$ cat config.mk
export PLATFORM = sky130hd
export DESIGN_NAME = perm_reader_flat
export DESIGN_NICKNAME = d
export VERILOG_FILES = /design/src/rtl/perm_reader_if.sv /design/src/rtl/perm_reader.sv /design/src/flat_wrapper.sv
export SDC_FILE = /design/constraint.sdc
export NUM_CORES = 1
export LEC_CHECK = 0
export ABC_AREA = 1
export ABC_CLOCK_PERIOD_IN_PS = 2250
export CAP_MARGIN = 20
export CORE_ASPECT_RATIO = 1.5
export CORE_UTILIZATION = 48
export CTS_CLUSTER_DIAMETER = 200
export DETAILED_ROUTE_END_ITERATION = 8
export PLACE_DENSITY = 0.79
export SLEW_MARGIN = 20
export SYNTH_ARGS = -nofsm -noshare
export SYNTH_HDL_FRONTEND = slang
export SYNTH_SLANG_ARGS = --single-unit
$ cat constraint.sdc
create_clock -name clk -period 2.25 [get_ports clk]
set_input_delay 0.225 -clock clk [delete_from_list [all_inputs] [get_ports clk]]
set_output_delay 0.225 -clock clk [all_outputs]
set_load 0.03 [all_outputs]
$ cat src/rtl/perm_reader_if.sv
// rtl/perm_reader_if.sv - result-memory read port and permutation index stream for perm_reader
interface perm_reader_if #(
  parameter int M      = 13,
  parameter int SIGMA2 = 32
);
  logic              rd_en;
  logic [M-1:0]      rd_addr;
  logic [M-1:0]      index_out;
  logic [SIGMA2-1:0] rand_dout;
  logic              out_valid;
  logic              out_ready;
  logic [M-1:0]      out_index;
  logic              out_last;

  modport master (
    output rd_en, rd_addr, out_valid, out_index, out_last,
    input  index_out, rand_dout, out_ready
  );

  modport slave (
    input  rd_en, rd_addr, out_valid, out_index, out_last,
    output index_out, rand_dout, out_ready
  );
endinterface

$ cat src/rtl/perm_reader.sv
// rtl/perm_reader.sv - streams sorter result memory out as a permutation index stream
// Optional adjacent-key duplicate check enabled by macro PERM_READER_DUP_CHECK_EN.
module perm_reader #(
  parameter int M      = 13,
  parameter int SIGMA2 = 32
) (
  input  logic clk,
  input  logic rst,
  input  logic start,
  output logic busy,
  output logic done,
  output logic dup_err,
  perm_reader_if.master bus
);

  typedef enum logic [1:0] {IDLE, RUN, DRAIN, FIN} state_t;

  state_t       state, state_nxt;
  logic [M-1:0] cnt;
  logic [M-1:0] last_addr;
  logic         inflight;
  logic         inflight_last;
  logic [M-1:0] idx_mem [2];
  logic         lst_mem [2];
  logic         wr_ptr;
  logic         rd_ptr;
  logic [1:0]   count;
  logic         pop;
  logic         issue;
  logic         cnt_max;
  logic [2:0]   occ;
  logic [2:0]   lim;

  assign pop     = (count != 2'd0) && bus.out_ready;
  assign cnt_max = (cnt == {M{1'b1}});
  // A pop this cycle frees a slot in time for the read's data, which keeps one element per cycle.
  assign occ     = {1'b0, count} + {2'b00, inflight};
  assign lim     = 3'd2 + {2'b00, pop};
  assign issue   = (state == RUN) && (occ < lim);

  assign bus.rd_en     = issue;
  assign bus.rd_addr   = issue ? cnt : last_addr;
  assign bus.out_valid = (count != 2'd0);
  assign bus.out_index = idx_mem[rd_ptr];
  assign bus.out_last  = lst_mem[rd_ptr] && (count != 2'd0);
  assign busy          = (state != IDLE);
  assign done          = (state == FIN);

  always_comb begin
    state_nxt = state;
    case (state)
      IDLE:    if (start) state_nxt = RUN;
      RUN:     if (issue && cnt_max) state_nxt = DRAIN;
      DRAIN:   if (pop && lst_mem[rd_ptr]) state_nxt = FIN;
      FIN:     state_nxt = IDLE;
      default: state_nxt = IDLE;
    endcase
  end

  always_ff @(posedge clk) begin
    if (rst) begin
      state         <= IDLE;
      cnt           <= '0;
      last_addr     <= '0;
      inflight      <= 1'b0;
      inflight_last <= 1'b0;
      idx_mem[0]    <= '0;
      idx_mem[1]    <= '0;
      lst_mem[0]    <= 1'b0;
      lst_mem[1]    <= 1'b0;
      wr_ptr        <= 1'b0;
      rd_ptr        <= 1'b0;
      count         <= 2'd0;
    end else begin
      state <= state_nxt;
      if (state == IDLE && start)
        cnt <= '0;
      else if (issue && !cnt_max)
        cnt <= cnt + 1'b1;
      if (issue)
        last_addr <= cnt;
      inflight      <= issue;
      inflight_last <= issue && cnt_max;
      if (inflight) begin
        idx_mem[wr_ptr] <= bus.index_out;
        lst_mem[wr_ptr] <= inflight_last;
        wr_ptr          <= ~wr_ptr;
      end
      if (pop)
        rd_ptr <= ~rd_ptr;
      count <= count + {1'b0, inflight} - {1'b0, pop};
    end
  end

`ifdef PERM_READER_DUP_CHECK_EN
  logic [SIGMA2-1:0] prev_key;
  logic              have_prev;

  always_ff @(posedge clk) begin
    if (rst) begin
      dup_err   <= 1'b0;
      have_prev <= 1'b0;
      prev_key  <= '0;
    end else if (state == IDLE && start) begin
      dup_err   <= 1'b0;
      have_prev <= 1'b0;
    end else if (inflight) begin
      if (have_prev && bus.rand_dout == prev_key)
        dup_err <= 1'b1;
      prev_key  <= bus.rand_dout;
      have_prev <= 1'b1;
    end
  end
`else
  logic unused_keys;
  assign unused_keys = ^bus.rand_dout;
  assign dup_err     = 1'b0;
`endif

endmodule
$ cat src/flat_wrapper.sv
// flat-port wrapper written by rule: the top's interface ports become plain ports
module perm_reader_flat 
#(
  parameter int M      = 13,
  parameter int SIGMA2 = 32
)
  (clk, rst, start, busy, done, dup_err, bus_rd_en, bus_rd_addr, bus_out_valid, bus_out_index, bus_out_last, bus_index_out, bus_rand_dout, bus_out_ready);
  perm_reader_if #(.M(M), .SIGMA2(SIGMA2)) bus_i ();
  input  logic clk;
  input  logic rst;
  input  logic start;
  output logic busy;
  output logic done;
  output logic dup_err;
  output wire logic [$bits(bus_i.rd_en)-1:0] bus_rd_en;
  output wire logic [$bits(bus_i.rd_addr)-1:0] bus_rd_addr;
  output wire logic [$bits(bus_i.out_valid)-1:0] bus_out_valid;
  output wire logic [$bits(bus_i.out_index)-1:0] bus_out_index;
  output wire logic [$bits(bus_i.out_last)-1:0] bus_out_last;
  input wire logic [$bits(bus_i.index_out)-1:0] bus_index_out;
  input wire logic [$bits(bus_i.rand_dout)-1:0] bus_rand_dout;
  input wire logic [$bits(bus_i.out_ready)-1:0] bus_out_ready;
  assign bus_rd_en = bus_i.rd_en;
  assign bus_rd_addr = bus_i.rd_addr;
  assign bus_out_valid = bus_i.out_valid;
  assign bus_out_index = bus_i.out_index;
  assign bus_out_last = bus_i.out_last;
  assign bus_i.index_out = bus_index_out;
  assign bus_i.rand_dout = bus_rand_dout;
  assign bus_i.out_ready = bus_out_ready;
  perm_reader #(.M(M), .SIGMA2(SIGMA2)) u_core (.clk(clk), .rst(rst), .start(start), .busy(busy), .done(done), .dup_err(dup_err), .bus(bus_i));
endmodule
==> impl.org, run 1 <==
#+TITLE: Synthesis and PnR summary

** Layout
- Fraction of layout cells with a size suffix above 1 :: 0.251
- # nets final :: 464
- Final instance count without filler cells :: 484
- In the layout the commonest cells are 56 x sky130_fd_sc_hd__nor2_1, 49 x sky130_fd_sc_hd__inv_1, 45 x sky130_fd_sc_hd__nand2_1, 31 x sky130_fd_sc_hd__dfxtp_1, 28 x sky130_fd_sc_hd__edfxtp_1.
- The filler cells instantiated in the layout total 504.
- Most numerous logic cell after layout :: sky130_fd_sc_hd__nor2_1
- Diodes inserted :: 0
- Final cell area excluding filler cells :: 0.00398 mm^2
- The final report gives the core utilization as 0.650.
- Per the run report, area growth between synthesis and finish was 31.5%.

** Logic synthesis
- Number of enable-type register cells in the synthesized netlist :: 28
- Top-area cell share :: 0.278
- Number of warnings printed during yosys synthesis :: 0
- Counting flops with an async set or reset pin after synthesis yields a share of 0.
- Syn_nets :: 401
- After technology mapping, the gate count stands at 342.
- Compound-gate portion of the synthesized area :: 0.0727
- Area fraction in and, or, nand and nor cells after synthesis :: 0.233
- Top cell type by instance count after synthesis :: sky130_fd_sc_hd__nor2_1
- Summed over all instances, the cell type with the most area after synthesis is sky130_fd_sc_hd__edfxtp_1.
- Top cells by count :: 56 x sky130_fd_sc_hd__nor2_1, 51 x sky130_fd_sc_hd__inv_1, 45 x sky130_fd_sc_hd__nand2_1, 35 x sky130_fd_sc_hd__dfxtp_1, 28 x sky130_fd_sc_hd__edfxtp_1
- Post-Synth XOR/XNOR Area :: 0.00867
- Area fraction in mux cells :: 0.0483
- After synthesis, the netlist uses 32 different library cells.
- Main logic family :: simple AND/OR/NAND/NOR gates
- Flops out of synthesis :: 63
- Per the Yosys statistics, synthesis produced 342 cells.
- Before any placement, the netlist area is recorded as 0.00303 mm^2.
- For this run, the register share of the synthesized area comes to 0.509.
- In the synthesized netlist the dominant register cell turns out to be sky130_fd_sc_hd__dfxtp_1.
- YS chip area :: 0.00303 mm^2
- Per the post-synthesis stats, the area per cell is 8.86 um^2.
- Adder Area Share :: 0.0413
- For reference, the top cells by area after synthesis are sky130_fd_sc_hd__edfxtp_1 28%, sky130_fd_sc_hd__dfxtp_1 23%, sky130_fd_sc_hd__nor2_1 6.9%.

** Outcome
- The flow ran to the end, and the final reports show no timing, DRC or antenna violations.

** Pwr
- Of the total power, the share spent switching nets is 0.377.
- Clock distribution power :: 0.00107 W
- For this design the ratio of total power to cell area is 1260 mW/mm^2.
- Switching pwr :: 0.00189 W
- Leak :: 1.83 nW
- The combinational power reported by the tool is 0.00246 W.
- The power report attributes to the clock group a share of 0.212.
- VDD IR max :: 938 uV
- Pwr top :: combinational logic
- Summed over all sequential cells, the power is 0.00150 W.
- The share of total power dissipated in combinational logic is 0.489.
- The internal portion of the total power is 0.00313 W.
- Total power for the finished layout comes to 0.00503 W.
- Fraction of power consumed by sequential logic :: 0.299

** Final timing
- At the pin with the least slew margin, the transition time is 0.628 ns.
- In the post-route analysis, the smallest setup slack over all paths is 0.0821 ns.
- Post-route period utilization is reported as 0.963.
- Number of setup violations in the final report :: 0
- In the final report, the number of pins over their slew limit comes to 0.
- In this run the tightest slew margin relative to its limit is 0.580.
- Unrepaired setup endpoints after global routing :: no
- Post-route clock skew :: 0.00702 ns
- Summed over all failing endpoints, the final setup total negative slack is 0 ns.
- For the finished layout, the period the worst path requires is 2.17 ns.
- For this run, the top clock speed supported by timing is 461 MHz.
- Hold Violations, Final :: 0
- Across all hold checks on the routed design, the worst slack comes to 0.483 ns.

** Min path
- The worst hold path begins at u_core.last_addr[12].
- The worst hold path belongs to the class flop to flop.
- Hold-critical path depth :: 2
- The endpoint of the worst hold path is reported as u_core.last_addr[12].

** Floorplanning
- Die W :: 66.9 um
- Total I/O pin count :: 81
- Die Outline Area :: 0.00664 mm^2
- For this configuration, the core starts out at a cell density of 0.494.
- Std cell rows :: 35
- The region available for standard cell placement spans 0.00613 mm^2.
- Height of the die :: 99.3 um

** Drt
- Violation tally from detailed-route iteration zero :: 139
- Wire length on met1 :: 2420 um
- Routed vias/inst :: 5.02
- Nets still carrying antenna violations after routing amount to 0.
- The iteration count recorded for the first detailed-route pass is 4.
- Uppermost layer routed :: met4
- Met2 Wirelength :: 3560 um
- The detailed router reports a met3 wire length of 286 um.
- Count of unresolved DRC violations after routing :: 0

** Flow run
- Tool warnings :: 63
- Max-cap violations in this run came to 0.

** Critical path
- CP bufs+invs :: 2
- End point of the critical path :: bus_out_index[10]
- Setup slack of the worst register-to-register path :: 0.36 ns
- The data required time reported for the critical path is 2.03 ns.
- Critical Setup Path Class :: flop to output port
- Kind of end point of the critical path :: output port
- Worst EP arrival :: 1.94 ns
- Per STA, the highest per-stage delay on the worst path measures 0.59 ns.
- Slowest library cell on the worst path :: sky130_fd_sc_hd__clkdlybuf4s50_1
- Worst Reg-to-Reg Cells :: 9
- Reg-to-Reg Start :: u_core.count[0]
- Path length in cells of the critical path :: 3
- Per the timing report, the biggest fanout along the worst path comes to 11.
- Per the timing report, the most critical flop-to-flop path finishes at u_core.count[1].
- Nature of the critical path startpoint :: flop
- Among cell families on the critical path, the largest total delay comes from buffers and inverters.
- Worst path cell trace :: buf_4, mux2_2, clkdlybuf4s50_1

** Placed design
- Buffers placed on the I/O ports in this run total 47.
- Pre-CTS setup slack :: 0.186 ns
- After detailed placement, the total cell area comes to 0.00362 mm^2.
- After legalization and detailed placement, the total HPWL measured 4360 um.
- After detailed placement, the design holds a cell count of 462.
- After its last routability iteration, the placer logged a weighted congestion of 0.901.

** Clock tree
- Number of buffers inserted by hold repair at cts :: 0
- Num CTS Buffers :: 9
- The longest clock path from root to sink contains 2 buffers.
- Looking at the clock tree report, the H-tree level count equals 3.
- Clock tree from TritonCTS :: yes
- Looking at the post-CTS report, the setup buffer insertion count equals 4.
- Count of instances resized after the clock tree is built :: 13
- Buffer cell driving the clock tree root :: sky130_fd_sc_hd__clkbuf_8
- Total number of clock tree sinks :: 63
- The clock reaches the later pin of the worst-skew pair after 0.34 ns.
- On the reported timing paths, the clock transition at the registers reads 0.06 ns.

** GRT
- For this run, global-route usage on met1 was measured as 0.195.
- The number of antenna violations at the first check in global routing is 0.
- Global Route met2 Usage :: 0.396
- The number of global-route vias before repair was 2,396.
- The first global-routing pass estimated 10,200 um of wire.
- Per the GRT log, the top usage layer is met2.
- Gr ovfl total :: 0
- Entering global routing, the biggest net connects 18 pins.
run 1: final cells by class:
cell class,count,area (um^2),share of cell area
Clock buffer,11,141,0.0355
Multi-Input combinational cell,216,1300,0.325
Tap cell,74,92.6,0.0232
Clock inverter,5,72.6,0.0182
Timing Repair Buffer,61,629,0.158
Sequential cell,63,1550,0.389
Inverter,54,203,0.0509
run 1: flip-flops by register name, indices dropped and copies added (netlist names), named ones only:
| name | cells |
|---|---|
| u_core.idx_mem | 26 |
| u_core.inflight | 1 |
| u_core.inflight_last | 1 |
| u_core.cnt | 13 |
| u_core.lst_mem | 2 |
| u_core.state | 2 |
| u_core.count | 2 |
| u_core.rd_ptr | 1 |
| u_core.last_addr | 13 |
| u_core.wr_ptr | 1 |
==> run_1/gate_families.png <==
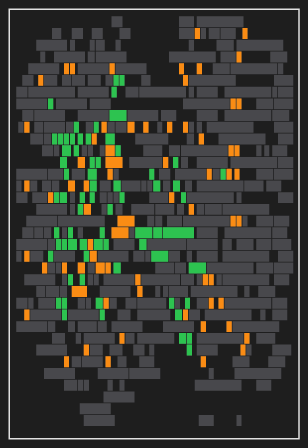
legend:
  NAND gates:
    colour: green
    cells: 68
  NOR gates:
    colour: orange
    cells: 68
    where: widely spread

==> run_1/final_congestion.png <==
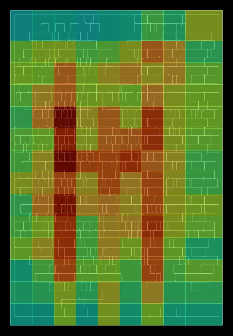
met3 Track Usage GR: 0.0585
overall fraction of global-route tracks in use: 0.209

==> run_1/metal_stack.png <==
The bar under the picture is 20 um long. Only two layers are drawn.
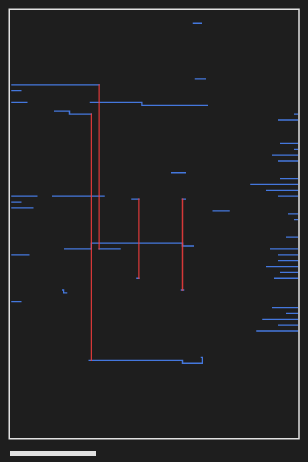
legend:
  met3:
    colour: blue
    wire_length: 287 um
  met4:
    colour: red
    wire_length: 135 um
via count: 2,429
total routed wirelength: 6400 um
wire length per cell: 13.2 um

==> run_1/registers.png <==
The bar under the picture is 20 um long. Other sequential cells in the stronger grey, the rest of the logic in the fainter grey.
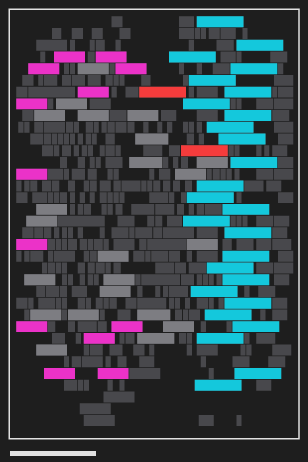
legend:
  u_core.idx_mem:
    colour: cyan
    flops: 26
  u_core.last_addr:
    colour: magenta
    flops: 13
  u_core.lst_mem:
    colour: red
    flops: 2
not coloured: 22

==> run_1/cell_classes.png <==
The bar under the picture is 20 um long.
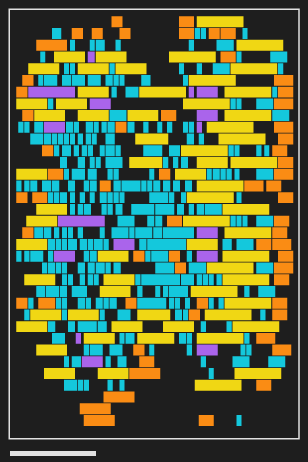

==> inputs of run 2 (changes only) <==
- ABC_CLOCK_PERIOD_IN_PS: 2250 -> 1800
- CORE_UTILIZATION: 48 -> 44
- PLACE_DENSITY: 0.79 -> 0.77
- clock period: 2.25 -> 1.8 ns (I/O delays scaled with it)
==> run_2/cell_classes.png <==
The bar under the picture is 20 um long.
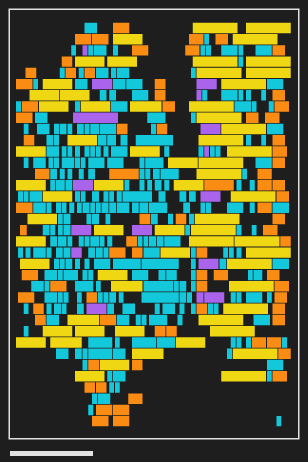
legend:
  clock drivers and dummy loads:
    colour: purple
    cells: 16
  flip-flops:
    colour: yellow
    cells: 63
  other buffers and delay cells:
    colour: orange
    cells: 78
  all other logic:
    colour: cyan
    cells: 271

==> impl.org, run 2 <==
#+TITLE: Synthesis and PnR summary

** Outcome
- Run status :: finished with violations
- The checks that failed: negative setup slack.

** Clock tree
- For reference, the clock transition at the flip-flops on the worst setup and hold paths is 0.06 ns.
- Clock tree synthesis selected as its root buffer the cell sky130_fd_sc_hd__clkbuf_8.
- Number of buffers inserted by hold repair at cts :: 0
- Clock tree from TritonCTS :: yes
- Deepest clock path buffer count :: 2
- The CTS report gives the tree buffer count as 9.
- Buffer count from post-CTS setup fixing :: 6
- Per the CTS log, the maximum H-tree level is 3.
- Latest clock arrival within the worst-skew pair :: 0.34 ns
- Count of instances resized after the clock tree is built :: 79
- Total number of clock tree sinks :: 63

** Pwr
- Overall power consumption after layout is estimated at 0.00667 W.
- VDD IR max :: 978 uV
- For this design the static power due to leakage is 1.84 nW.
- The flow reported a cell area power density of 1590 mW/mm^2.

** Critical path
- Walking the critical path from launch to capture passes 9 cell instances.
- Critical Setup Path Class :: flop to output port
- Nature of the critical path startpoint :: flop
- The cell family contributing the most delay on the critical path is flip-flops.
- CP bufs+invs :: 3
- The worst register-to-register path ends at u_core.count[1].
- Worst EP arrival :: 1.82 ns
- Walking the worst path, the cells encountered are ha_4, ha_4, nor2_4, a21boi_4, buf_6, or2_4, o21ai_2, inv_1, buf_6.
- Required time at the endpoint of the critical path :: 1.62 ns
- Reg-to-Reg Start :: u_core.count[0]
- The worst setup path is captured at an output port.
- The slowest stage of the critical path belongs to the cell sky130_fd_sc_hd__dfxtp_2.
- Critical path startpoint :: u_core.inflight
- Worst Reg-to-Reg Cells :: 8
- End point of the critical path :: bus_rd_addr[3]
- Worst path max stage delay :: 0.34 ns
- Along the worst path, the maximum fanout reaches 6.
- Setup slack of the worst register-to-register path :: 0.12 ns

** Layout
- The layout report lists the combined flip-flop and latch area as 0.00155 mm^2.
- Largest register FFs :: 26
- Final instance count without filler cells :: 504
- Largest Register :: u_core.idx_mem
- Registers with the most flip-flops :: u_core.idx_mem (26), u_core.cnt (13), u_core.last_addr (13)
- Highest-count cells in the layout ignoring fill and taps :: 56 x sky130_fd_sc_hd__nor2_1, 42 x sky130_fd_sc_hd__nand2_1, 41 x sky130_fd_sc_hd__inv_1, 30 x sky130_fd_sc_hd__dfxtp_1, 28 x sky130_fd_sc_hd__edfxtp_1
- Fill cells in the final layout number 537.
- Compared with the post-synthesis result, the final layout area differs by 38.2%.
- In the final layout, the share of cells above drive strength 1 is 0.322.
- Multi-input gate area :: 0.00142 mm^2
- The most common logic cell in the final layout is sky130_fd_sc_hd__nor2_1.
- The number of antenna diodes in the final layout is 0.
- # nets final :: 482

** Logic synthesis
- In the post-synthesis netlist, the biggest area contributors are sky130_fd_sc_hd__edfxtp_1 28%, sky130_fd_sc_hd__dfxtp_1 23%, sky130_fd_sc_hd__nor2_1 6.9%.
- Cell count in the Yosys report :: 342
- Post-Synth XOR/XNOR Area :: 0.00867
- Per the synthesis report, the simple-gate share of the synthesized area is 0.233.
- YS chip area :: 0.00303 mm^2
- Top-area cell share :: 0.278
- Syn_nets :: 401
- Dominant flop cell :: sky130_fd_sc_hd__dfxtp_1
- Count of unique library cells instantiated by Yosys :: 32
- Area fraction in mux cells :: 0.0483
- Adder Area Share :: 0.0413
- Fraction of registers with async set or reset after synthesis :: 0
- Sorting the synthesized cells by how often they occur yields 56 x sky130_fd_sc_hd__nor2_1, 51 x sky130_fd_sc_hd__inv_1, 45 x sky130_fd_sc_hd__nand2_1, 35 x sky130_fd_sc_hd__dfxtp_1, 28 x sky130_fd_sc_hd__edfxtp_1.
- Counting flops and latches in the post-synthesis netlist gives 63.
- In the post-synthesis netlist, the cell with the most instances is sky130_fd_sc_hd__nor2_1.
- Per the synthesis report, the AND-OR/OR-AND share of the synthesized area is 0.0727.
- Per-instance average area after synthesis :: 8.86 um^2
- The cell type that accounts for the most area after synthesis is sky130_fd_sc_hd__edfxtp_1.
- Number of enable-type register cells in the synthesized netlist :: 28
- Yosys shows that the main logic family after synthesis is simple AND/OR/NAND/NOR gates.
- Proportion of synthesized chip area in sequential cells :: 0.509
- Number of warnings printed during yosys synthesis :: 0
- The synthesized netlist handed to floorplanning was reported with a cell count of 342.
- Cell area after technology mapping :: 0.00303 mm^2

** Placed design
- Pre-CTS setup slack :: -0.0958 ns
- Inst Count DP :: 481
- In the placement report, post-DP HPWL is listed as 4590 um.
- GP Congestion :: 0.877
- Port Buf Inserts :: 47

** Floorplanning
- The floorplan step set the die height to 104 um.
- Std cell rows :: 36
- After floorplanning, the die was sized to cover 0.00723 mm^2.
- The die is 69.7 um wide.
- In the floorplan report the effective utilization is 0.461.
- Pin placement for this block handled 81 I/O pins.
- Placeable core area :: 0.00658 mm^2

** Drt
- In the detailed route, the total length drawn on met2 is 3840 um.
- Wire length on met1 :: 2440 um
- The first detailed-routing pass ran for 4 iterations.
- Wire segments on met3 add up to 226 um in the final route.
- Routed vias/inst :: 4.91
- Violation tally from detailed-route iteration zero :: 130
- TritonRoute reported its final design rule violation total as 0.
- Once detail routing completed, the nets flagged for antenna violations numbered 0.
- Total routed wirelength :: 6650 um
- For this sky-water flow run, the detailed-routed wirelength per cell is reported as 13.2 um.
- The detailed router used layers up to and including met4.
- Detailed routing inserted a total of 2,477 vias.

** Final timing
- Hold Violations, Final :: 0
- Post-route clock skew :: 0.00524 ns
- The routed design could run at a clock period as short as 2.00 ns.
- Timing-limited maximum frequency :: 500 MHz
- Period utilization :: 1.11
- Unrepaired setup endpoints after global routing :: yes
- Total Negative Setup Slacks :: -2.34 ns
- Max Transition Viols Final :: 0
- Smallest setup slack after layout :: -0.199 ns
- For this run, the final setup violation count is recorded as 14.

** GRT
- Wire length of the first global-routing pass :: 11,000 um
- Met1 usage :: 0.175
- Initial antenna violation count :: 0
- The global routing report lists met2 layer usage as 0.392.
- Overall fraction of global-route tracks in use :: 0.194
- For this run the aggregate overflow at the end of global routing stands at 0.
- The number of global-route vias before repair was 2,568.
- For met3 alone, demand over resource in global routing was 0.0389.
- Most used routing layer in global routing :: met2
- Entering global routing, the biggest net connects 17 pins.

** Flow run
- Per the run summary, max-cap violations total 0.
- OpenROAD emitted warnings numbering 64.

** Min path
- Type of the tightest min-delay check :: flop to flop
- Hold-critical path depth :: 1
- Hold wc startpoint :: u_core.rd_ptr
[run 2: through the flow]
step	area [um^2]	hold slack (ns)	util
2_1_floorplan	3030	0.400	-
3_3_place_gp	3710	0.434	0.564
3_5_place_dp	3710	0.455	0.564
4_1_cts	4150	0.464	0.631
5_1_grt	4190	0.482	0.636
6_report	4190	0.465	0.636
[run 2: layout make-up]
type	instances	area share
Clock buffer	13	0.0356
Clock inverter	3	0.0102
Inverter	54	0.0484
Multi-Input combinational cell	217	0.339
Sequential cell	63	0.370
Tap cell	76	0.0227
Timing Repair Buffer	78	0.175
[run 2: where the power goes]
group | leakage (nW) | switching (W) | total (W) | internal (W)
Combinational | 1.17 | 0.00191 | 0.00361 | 0.00170
Clock | 0.0936 | 0.000509 | 0.00119 | 0.000676
Sequential | 0.577 | 0.000131 | 0.00188 | 0.00175
Power and IR drop assume default switching activity.
